--- config.mk ---
export PLATFORM = sky130hd
export DESIGN_NAME = fifo_ddr3_write_arbiter
export DESIGN_NICKNAME = d
export VERILOG_FILES = /design/src/rtl/fifo_ddr3_write_arbiter.sv
export SDC_FILE = /design/constraint.sdc
export NUM_CORES = 1
export LEC_CHECK = 0
export CAP_MARGIN = 20
export CORE_MARGIN = 4
export CORE_UTILIZATION = 40
export CTS_CLUSTER_SIZE = 40
export DETAILED_ROUTE_END_ITERATION = 8
export PLACE_DENSITY_LB_ADDON = 0.2
export SYNTH_ARGS = -nofsm -noshare
export SYNTH_HDL_FRONTEND = slang
export SYNTH_SLANG_ARGS = --single-unit
--- constraint.sdc ---
create_clock -name clk350_p -period 2.8 [get_ports clk350_p]
set_clock_uncertainty 0.2 [all_clocks]
set_input_delay 0.56 -clock clk350_p [delete_from_list [all_inputs] [get_ports clk350_p]]
set_output_delay 0.56 -clock clk350_p [all_outputs]
set_load 0.01 [all_outputs]
--- src/rtl/fifo_ddr3_write_arbiter.sv ---
// Round-robin drain of NUM_CH capture FIFOs into the DDR3 MIG app write port.
// Each channel writes single-beat words into its own wrapping ring region.
module fifo_ddr3_write_arbiter #(
  parameter int          NUM_CH      = 2,
  parameter int          DATA_W      = 80,
  parameter int          APP_DATA_W  = 128,
  parameter int          ADDR_W      = 29,
  parameter int          BURST_LEN   = 16,
  parameter int          ADDR_INC    = 8,
  parameter int          REGION_LOG2 = 24,
  parameter int unsigned BASE_ADDR   = 0
) (
  input  logic                     clk350_p,
  input  logic                     reset_n_p,
  input  logic                     enable_p,
  input  logic                     init_calib_complete_p,
  input  logic [NUM_CH-1:0]        fifo_empty_p,
  input  logic [NUM_CH*DATA_W-1:0] fifo_dout_p,
  output logic [NUM_CH-1:0]        fifo_rd_en_p,
  input  logic                     app_rdy_p,
  input  logic                     app_wdf_rdy_p,
  output logic                     app_en_p,
  output logic [2:0]               app_cmd_p,
  output logic [ADDR_W-1:0]        app_addr_p,
  output logic [APP_DATA_W-1:0]    app_wdf_data_p,
  output logic                     app_wdf_wren_p,
  output logic                     app_wdf_end_p,
  output logic [APP_DATA_W/8-1:0]  app_wdf_mask_p,
  output logic                     busy_p,
  output logic [2:0]               cur_ch_p,
  output logic [NUM_CH-1:0]        wrap_p,
  output logic [31:0]              words_written_p
);

  localparam int unsigned NCH    = NUM_CH;
  localparam int unsigned DBYTES = DATA_W / 8;
  localparam int unsigned ABYTES = APP_DATA_W / 8;
  localparam logic [ADDR_W-1:0] BASE = ADDR_W'(BASE_ADDR);

  typedef enum logic [2:0] {
    S_IDLE,
    S_SELECT,
    S_READ,
    S_LATCH,
    S_ISSUE,
    S_NEXT
  } state_t;

  state_t                 state_q, state_d;
  logic [2:0]             cur_q, cur_d;
  logic [REGION_LOG2-1:0] ptr_q [NUM_CH];
  logic [REGION_LOG2-1:0] ptr_d [NUM_CH];
  logic [8:0]             cnt_q, cnt_d;
  logic [DATA_W-1:0]      data_q, data_d;
  logic [ADDR_W-1:0]      addr_q, addr_d;
  logic                   en_q, en_d;
  logic                   wren_q, wren_d;
  logic [NUM_CH-1:0]      wrap_q, wrap_d;
  logic [31:0]            words_q, words_d;

  logic                   cur_nonempty;
  logic [DATA_W-1:0]      cur_word;
  logic [REGION_LOG2-1:0] cur_ptr;
  logic [ADDR_W-1:0]      cur_base;
  logic                   sel_found;
  logic [2:0]             sel_ch;
  int unsigned            cur_int;

  // Per-channel views of the granted channel, decoded without variable bit-selects.
  always_comb begin
    cur_nonempty = 1'b0;
    cur_word     = '0;
    cur_ptr      = '0;
    for (int unsigned c = 0; c < NCH; c++) begin
      if (cur_q == 3'(c)) begin
        cur_nonempty = ~fifo_empty_p[c];
        cur_word     = fifo_dout_p[c*DATA_W +: DATA_W];
        cur_ptr      = ptr_q[c];
      end
    end
    cur_base = BASE + (ADDR_W'(cur_q) << REGION_LOG2);
  end

  // Round-robin search starting at the channel after the last grant.
  always_comb begin
    cur_int   = {29'd0, cur_q};
    sel_found = 1'b0;
    sel_ch    = cur_q;
    for (int unsigned k = 1; k <= NCH; k++) begin
      for (int unsigned c = 0; c < NCH; c++) begin
        if (!sel_found && (c == ((cur_int + k) % NCH)) && !fifo_empty_p[c]) begin
          sel_found = 1'b1;
          sel_ch    = 3'(c);
        end
      end
    end
  end

  always_comb begin
    state_d = state_q;
    cur_d   = cur_q;
    ptr_d   = ptr_q;
    cnt_d   = cnt_q;
    data_d  = data_q;
    addr_d  = addr_q;
    en_d    = en_q;
    wren_d  = wren_q;
    wrap_d  = '0;
    words_d = words_q;
    case (state_q)
      S_IDLE: begin
        if (enable_p && init_calib_complete_p && (|(~fifo_empty_p)))
          state_d = S_SELECT;
      end
      S_SELECT: begin
        if (sel_found) begin
          cur_d   = sel_ch;
          cnt_d   = '0;
          state_d = S_READ;
        end else begin
          state_d = S_IDLE;
        end
      end
      S_READ: state_d = S_LATCH;
      S_LATCH: begin
        data_d  = cur_word;
        addr_d  = cur_base + ADDR_W'(cur_ptr);
        en_d    = 1'b1;
        wren_d  = 1'b1;
        state_d = S_ISSUE;
      end
      S_ISSUE: begin
        // Command and data handshakes complete independently; the word is done when both have.
        if (en_q && app_rdy_p)       en_d   = 1'b0;
        if (wren_q && app_wdf_rdy_p) wren_d = 1'b0;
        if ((!en_q || app_rdy_p) && (!wren_q || app_wdf_rdy_p)) begin
          for (int unsigned c = 0; c < NCH; c++) begin
            if (cur_q == 3'(c)) begin
              ptr_d[c]  = ptr_q[c] + REGION_LOG2'(ADDR_INC);
              wrap_d[c] = (ptr_d[c] == '0);
            end
          end
          words_d = words_q + 32'd1;
          cnt_d   = cnt_q + 9'd1;
          state_d = S_NEXT;
        end
      end
      S_NEXT: begin
        if ((cnt_q < 9'(BURST_LEN)) && cur_nonempty && enable_p)
          state_d = S_READ;
        else if (!enable_p)
          state_d = S_IDLE;
        else
          state_d = S_SELECT;
      end
      default: state_d = S_IDLE;
    endcase
  end

  always_ff @(posedge clk350_p or negedge reset_n_p) begin
    if (!reset_n_p) begin
      state_q <= S_IDLE;
      cur_q   <= 3'(NUM_CH - 1);
      ptr_q   <= '{default: '0};
      cnt_q   <= '0;
      data_q  <= '0;
      addr_q  <= '0;
      en_q    <= 1'b0;
      wren_q  <= 1'b0;
      wrap_q  <= '0;
      words_q <= '0;
    end else begin
      state_q <= state_d;
      cur_q   <= cur_d;
      ptr_q   <= ptr_d;
      cnt_q   <= cnt_d;
      data_q  <= data_d;
      addr_q  <= addr_d;
      en_q    <= en_d;
      wren_q  <= wren_d;
      wrap_q  <= wrap_d;
      words_q <= words_d;
    end
  end

  always_comb begin
    for (int unsigned c = 0; c < NCH; c++)
      fifo_rd_en_p[c] = (state_q == S_READ) && (cur_q == 3'(c));
    for (int unsigned b = 0; b < ABYTES; b++)
      app_wdf_mask_p[b] = (b >= DBYTES);
  end

  assign app_en_p        = en_q;
  assign app_cmd_p       = 3'b000;
  assign app_addr_p      = addr_q;
  assign app_wdf_data_p  = APP_DATA_W'(data_q);
  assign app_wdf_wren_p  = wren_q;
  assign app_wdf_end_p   = wren_q;
  assign busy_p          = (state_q != S_IDLE);
  assign cur_ch_p        = cur_q;
  assign wrap_p          = wrap_q;
  assign words_written_p = words_q;

endmodule

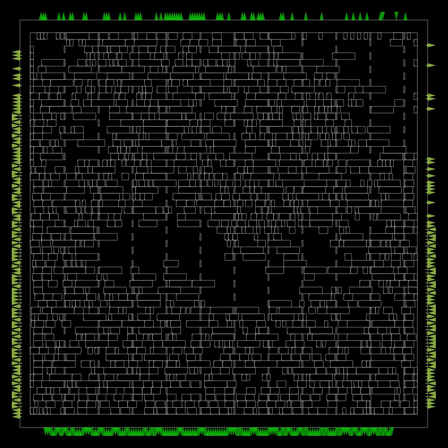
*Placement view, run 1*
registers: 193
final non-filler cell total: 1646
Core Area: 24400 sq um

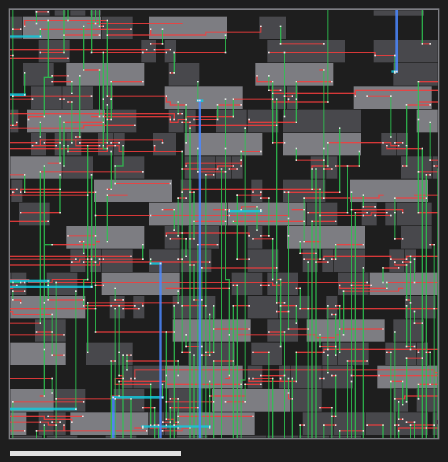
*Close-up of the layout, run 1*
The bar under the picture is 20 um long. Region (16, 16) to (66, 66) um. Cells in grey, sequential cells in the stronger grey; small squares are vias.
[met4] blue
[met1] red
[met3] cyan
[met2] green
sequential cells in the window: 28
netlist names of flops here include: data_q (28)
cells with their middle in the window: 134
most frequent: clkdlybuf4s50_1 (43), dfrtp_1 (28)

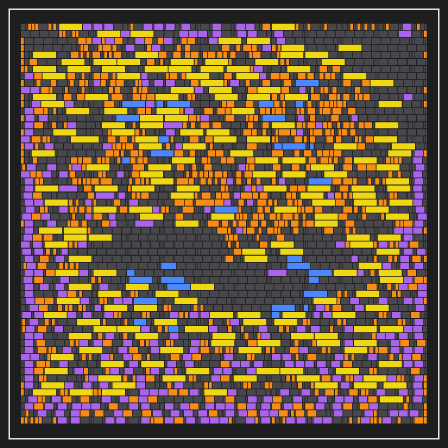
*Placement by cell class, run 1*
Fill, decap, tap and diode cells in grey.
[other buffers and delay cells] purple | cells: 349
[all other logic] orange | cells: 748
[clock drivers and dummy loads] blue | cells: 32
[flip-flops] yellow | cells: 193
number of rows created at floorplan: 57
share of the core filled with cells: 0.568
sequential cell area share: 0.349
Finished Cell Area: 13900 sq um

==> run_summary.xml, run 1 <==
<?xml version="1.0" encoding="UTF-8"?>
<metrics>
  <group name="run_status">
    <metric name="run_status" unit="">finished clean</metric>
  </group>
  <group name="clock_tree">
    <metric name="h_tree_levels" unit="">4</metric>
    <metric name="clk-insertion-delay-late" unit="ns">0.43</metric>
    <metric name="postCtsHoldBufs" unit="">1</metric>
    <metric name="cts-root-buf" unit="">clkbuf_16</metric>
  </group>
  <group name="synth">
    <metric name="yosysTopAreaCell" unit="">dfrtp_1</metric>
    <metric name="aoi_share" unit="">0.0793</metric>
    <metric name="synthMostInstantiatedCell" unit="">dfrtp_1</metric>
    <metric name="synth.cells.most_frequent" unit="">192 x dfrtp_1, 150 x nand2_1, 111 x o21ai_0</metric>
    <metric name="adder_share" unit="">0.00755</metric>
    <metric name="muxShareOfSynthArea" unit="">0.110</metric>
    <metric name="seq_area_frac_synth" unit="">0.486</metric>
  </group>
  <group name="worst_setup_path">
    <metric name="reg_to_reg_setup_timing_slack" unit="ns">0.25</metric>
    <metric name="crit_path_start" unit="">state_q[2]$_DFFE_PN0P_</metric>
    <metric name="cp-endpoint" unit="">fifo_rd_en_p[0]</metric>
    <metric name="worst_setup_path_category" unit="">register to primary output</metric>
    <metric name="critical_path.endpoint_type" unit="">primary output</metric>
    <metric name="crit_path_cell_trace" unit="">buf_4 -&gt; nor3b_2 -&gt; nor2b_1 -&gt; clkdlybuf4s50_1</metric>
  </group>
  <group name="routing">
    <metric name="wl_per_cell" unit="um">15.6</metric>
    <metric name="wl_met2" unit="mm">12.7</metric>
    <metric name="wl" unit="mm">25.6</metric>
    <metric name="dr.pass1.iters" unit="">5</metric>
  </group>
  <group name="grt">
    <metric name="grt_most_used_layer" unit="">met2</metric>
    <metric name="grtUsageMet2" unit="">0.308</metric>
  </group>
  <group name="pwr">
    <metric name="clock_power" unit="uW">2380</metric>
    <metric name="p_total" unit="uW">10800</metric>
    <metric name="power.density" unit="nW/um^2">779</metric>
    <metric name="p_comb_frac" unit="">0.410</metric>
    <metric name="p_comb" unit="uW">4430</metric>
  </group>
  <group name="min_path">
    <metric name="worstHoldPathCells" unit="">2</metric>
  </group>
  <group name="layout">
    <metric name="clockNetworkAreaShare" unit="">0.0421</metric>
    <metric name="layout.area.comb" unit="sq um">4550</metric>
    <metric name="final_layout_top_logic_cells" unit="">309 x clkdlybuf4s50_1, 192 x dfrtp_1, 150 x nand2_1</metric>
    <metric name="sh_comb_area" unit="">0.328</metric>
    <metric name="area_growth" unit="%">39.3</metric>
    <metric name="non_clock_buffer_count" unit="">349</metric>
    <metric name="largest-register" unit="">data_q</metric>
  </group>
  <group name="placed_design">
    <metric name="dp_cells" unit="">1613</metric>
    <metric name="numPortBuffers" unit="">310</metric>
  </group>
  <group name="die">
    <metric name="die_width" unit="um">166</metric>
    <metric name="chipArea" unit="sq um">27400</metric>
  </group>
  <group name="final_timing">
    <metric name="final.hold.worst_slack" unit="ns">0.280</metric>
    <metric name="min_period" unit="ns">2.70</metric>
    <metric name="timing_hold_violations_final" unit="">0</metric>
  </group>
</metrics>
==> run 1 -> run 2 <==
SETUP_SLACK_MARGIN = 0.3   (was unset)
SKIP_LAST_GASP = 1   (was unset)
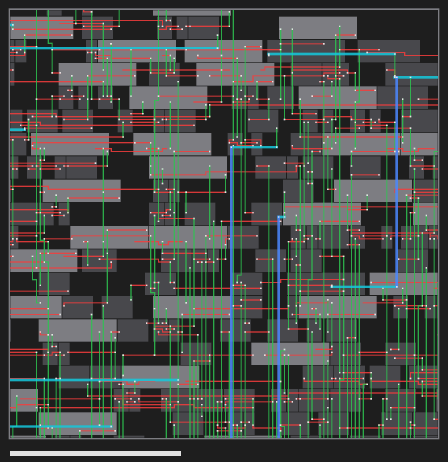
*Close-up of the layout, run 2*
The bar under the picture is 20 um long. Region (16, 16) to (66, 66) um. Cells in grey, sequential cells in the stronger grey; small squares are vias.

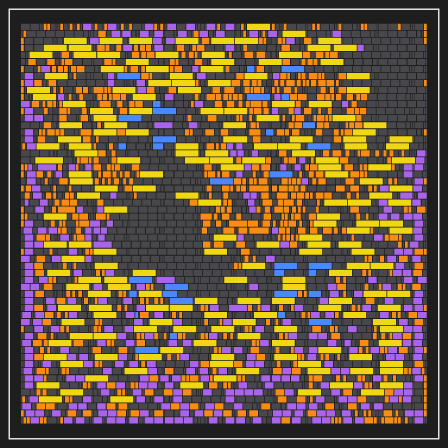
*Placement by cell class, run 2*
Fill, decap, tap and diode cells in grey.
share of the core filled with cells: 0.572
Finished Cell Area: 14000 sq um
sequential cell area share: 0.347

==> run 2 against run 1 <==
Net effect: sequential cell count is the same; critical path depth grew 3; fmax grew 10%; cell area grew 0.77%; combinational power grew 2%; worst hold slack lost 0.0041 ns; worst setup slack gained 0.25 ns; largest cell class unchanged.
==> run_summary.xml, run 2 <==
<?xml version="1.0" encoding="UTF-8"?>
<metrics>
  <group name="worst_setup_path">
    <metric name="reg_to_reg_setup_timing_slack" unit="ns">0.34</metric>
    <metric name="cp-endpoint" unit="">wrap_p[0]$_DFF_PN0_</metric>
    <metric name="worst_setup_path_category" unit="">register to register</metric>
  </group>
  <group name="grt">
    <metric name="grtUsageMet2" unit="">0.317</metric>
    <metric name="grt_most_used_layer" unit="">met2</metric>
  </group>
  <group name="synth">
    <metric name="synth.cells.most_frequent" unit="">192 x dfrtp_1, 150 x nand2_1, 111 x o21ai_0</metric>
    <metric name="seq_area_frac_synth" unit="">0.486</metric>
    <metric name="muxShareOfSynthArea" unit="">0.110</metric>
    <metric name="synthMostInstantiatedCell" unit="">dfrtp_1</metric>
    <metric name="aoi_share" unit="">0.0793</metric>
    <metric name="adder_share" unit="">0.00755</metric>
  </group>
  <group name="pwr">
    <metric name="power.density" unit="nW/um^2">776</metric>
    <metric name="p_comb_frac" unit="">0.418</metric>
    <metric name="clock_power" unit="uW">2360</metric>
  </group>
  <group name="run_status">
    <metric name="run_status" unit="">finished clean</metric>
  </group>
  <group name="clock_tree">
    <metric name="h_tree_levels" unit="">4</metric>
    <metric name="clk-insertion-delay-late" unit="ns">0.44</metric>
    <metric name="cts-root-buf" unit="">clkbuf_16</metric>
  </group>
  <group name="min_path">
    <metric name="worstHoldPathCells" unit="">2</metric>
  </group>
  <group name="placed_design">
    <metric name="numPortBuffers" unit="">310</metric>
    <metric name="dp_cells" unit="">1618</metric>
  </group>
  <group name="final_timing">
    <metric name="final.hold.worst_slack" unit="ns">0.276</metric>
  </group>
  <group name="layout">
    <metric name="layout.area.comb" unit="sq um">4600</metric>
    <metric name="sh_comb_area" unit="">0.329</metric>
    <metric name="clockNetworkAreaShare" unit="">0.0411</metric>
    <metric name="registers" unit="">193</metric>
    <metric name="final_layout_top_logic_cells" unit="">306 x clkdlybuf4s50_1, 190 x dfrtp_1, 150 x nand2_1</metric>
    <metric name="non_clock_buffer_count" unit="">358</metric>
  </group>
  <group name="routing">
    <metric name="wl_per_cell" unit="um">16.1</metric>
  </group>
  <group name="die">
    <metric name="die_width" unit="um">166</metric>
    <metric name="num_rows" unit="">57</metric>
    <metric name="chipArea" unit="sq um">27400</metric>
  </group>
</metrics>
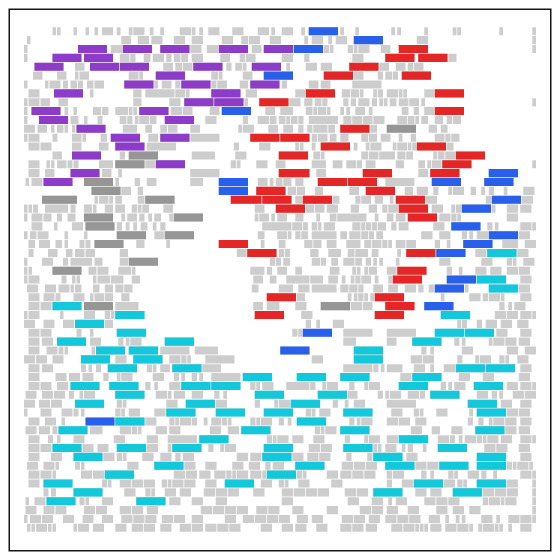
*Register map, names as in the netlist, run 2*
Other sequential cells in the stronger grey, the rest of the logic in the fainter grey.
[ptr_q] red | sequential cells: 42
[words_written_p] purple | sequential cells: 32 | where: top left
[app_addr_p] blue | sequential cells: 22
[data_q] cyan | sequential cells: 80
not coloured: 17
sequential cell area: 4840 sq um
sequential power: 3950 uW

==> run 2 -> run 3 <==
CORE_UTILIZATION = 45   (was 40)
PLACE_DENSITY = 0.8   (was unset)
PLACE_DENSITY_LB_ADDON = unset   (was 0.2)
SLEW_MARGIN = 20   (was unset)
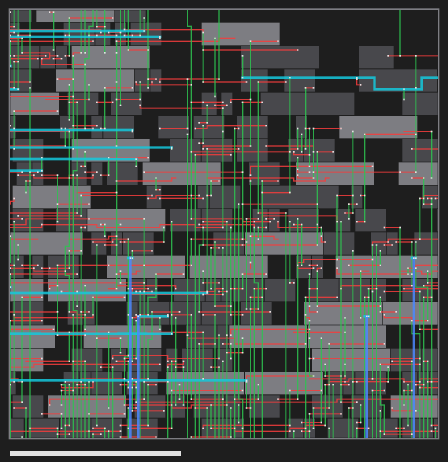
*Close-up of the layout, run 3*
The bar under the picture is 20 um long. Region (14, 14) to (64, 64) um. Cells in grey, sequential cells in the stronger grey; small squares are vias.

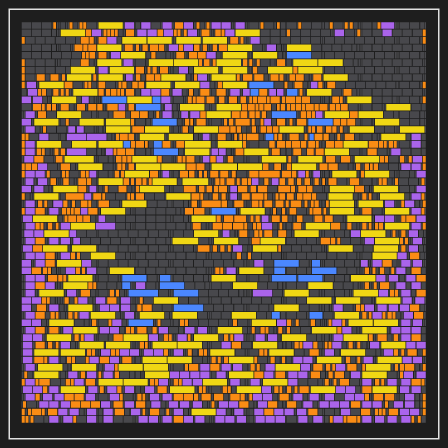
*Placement by cell class, run 3*
Fill, decap, tap and diode cells in grey.
number of rows created at floorplan: 54
Core Area: 21800 sq um
share of the core filled with cells: 0.639

==> run 3 against run 2 <==
Net effect: non-clock buffer count is 5 lower; sequential power is essentially flat; core utilization grew 6.7 points; combinational power about the same; wire length fell by 0.10%; critical path type unchanged; critical endpoint unchanged; largest power group unchanged; highest routed layer unchanged.
==> run_summary.xml, run 3 <==
<?xml version="1.0" encoding="UTF-8"?>
<metrics>
  <group name="run_status">
    <metric name="run_status" unit="">finished clean</metric>
  </group>
  <group name="final_timing">
    <metric name="final.hold.worst_slack" unit="ns">0.277</metric>
    <metric name="timing.setup.tns" unit="ns">0</metric>
  </group>
  <group name="min_path">
    <metric name="type_of_the_worst_min_delay_path" unit="">register to register</metric>
  </group>
  <group name="clock_tree">
    <metric name="h_tree_levels" unit="">4</metric>
    <metric name="cts-root-buf" unit="">clkbuf_16</metric>
    <metric name="clk-insertion-delay-late" unit="ns">0.43</metric>
  </group>
  <group name="synth">
    <metric name="synth.lib_cells_used.distinct" unit="">57</metric>
    <metric name="aoi_share" unit="">0.0793</metric>
    <metric name="yosysTopAreaCell" unit="">dfrtp_1</metric>
    <metric name="seq_area_frac_synth" unit="">0.486</metric>
    <metric name="synthMostInstantiatedCell" unit="">dfrtp_1</metric>
    <metric name="muxShareOfSynthArea" unit="">0.110</metric>
    <metric name="synth.cells.most_frequent" unit="">192 x dfrtp_1, 150 x nand2_1, 111 x o21ai_0</metric>
    <metric name="post_synthesis_cell_count" unit="">1006</metric>
    <metric name="adder_share" unit="">0.00755</metric>
  </group>
  <group name="layout">
    <metric name="registers" unit="">193</metric>
    <metric name="layout.area.comb" unit="sq um">4600</metric>
    <metric name="seqAreaFraction" unit="">0.348</metric>
    <metric name="clockNetworkAreaShare" unit="">0.0436</metric>
    <metric name="non_clock_buffer_count" unit="">353</metric>
    <metric name="sh_comb_area" unit="">0.330</metric>
    <metric name="final_layout_top_logic_cells" unit="">306 x clkdlybuf4s50_1, 188 x dfrtp_1, 150 x nand2_1</metric>
    <metric name="sequential_cell_area" unit="sq um">4840</metric>
    <metric name="finish.instance_area" unit="sq um">13900</metric>
  </group>
  <group name="worst_setup_path">
    <metric name="cp-endpoint" unit="">wrap_p[0]$_DFF_PN0_</metric>
    <metric name="critPathRequiredTime" unit="ns">2.93</metric>
    <metric name="reg_to_reg_setup_timing_slack" unit="ns">0.38</metric>
    <metric name="worst_setup_path_category" unit="">register to register</metric>
  </group>
  <group name="routing">
    <metric name="final_antenna_net_count" unit="">0</metric>
    <metric name="routedLengthMet1" unit="mm">10.7</metric>
    <metric name="wire_length_on_met3" unit="mm">1.88</metric>
  </group>
  <group name="grt">
    <metric name="grtUsageMet2" unit="">0.364</metric>
    <metric name="gr-total-overflow" unit="">0</metric>
    <metric name="grt_most_used_layer" unit="">met2</metric>
  </group>
  <group name="die">
    <metric name="die_width" unit="um">157</metric>
  </group>
  <group name="placed_design">
    <metric name="dp_cells" unit="">1566</metric>
    <metric name="numPortBuffers" unit="">310</metric>
  </group>
  <group name="pwr">
    <metric name="power.density" unit="nW/um^2">791</metric>
    <metric name="clock_power" unit="uW">2510</metric>
    <metric name="net-switching-power" unit="uW">3800</metric>
    <metric name="p_comb_frac" unit="">0.411</metric>
  </group>
</metrics>
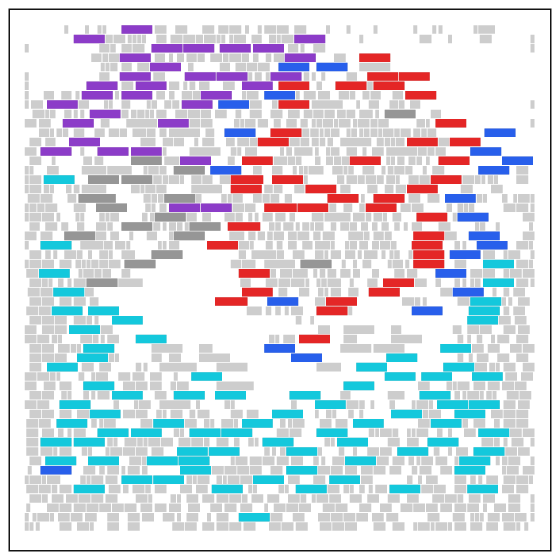
*Register map, names as in the netlist, run 3*
Other sequential cells in the stronger grey, the rest of the logic in the fainter grey.
[app_addr_p] blue | sequential cells: 22
[words_written_p] purple | sequential cells: 32
[ptr_q] red | sequential cells: 42
[data_q] cyan | sequential cells: 80
not coloured: 17


==> layout pictures side by side <==
Wiring heat map.
The bar under the picture is 50 um long. 33 x 33 tiles, from black (low) to pale yellow (high), scaled to the fullest tile. Values are wire area over tile area, all layers added.
picture 1
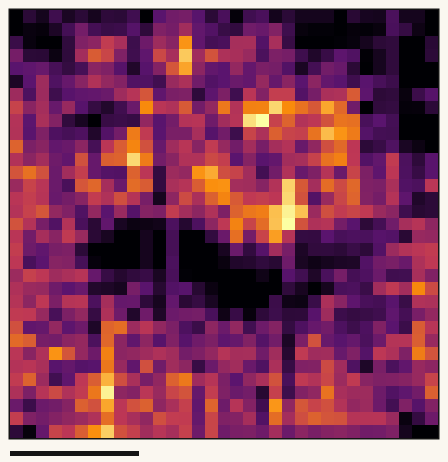
picture 2
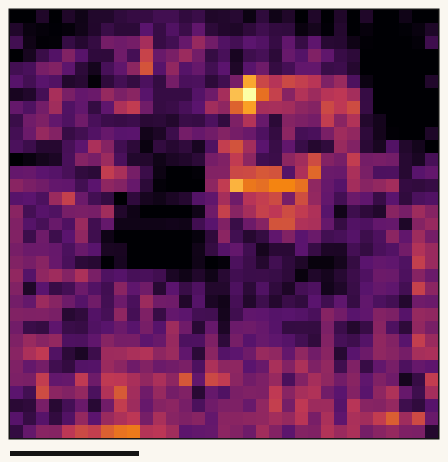
- picture 1 = run 1
- picture 2 = run 2

Key to picture 1:
mean over tiles: 0.15
nearly empty tiles: 7.7%
emptiest ninth of the die: top right
fullest tile: 0.45

Power is estimated from default activity; no workload was simulated.
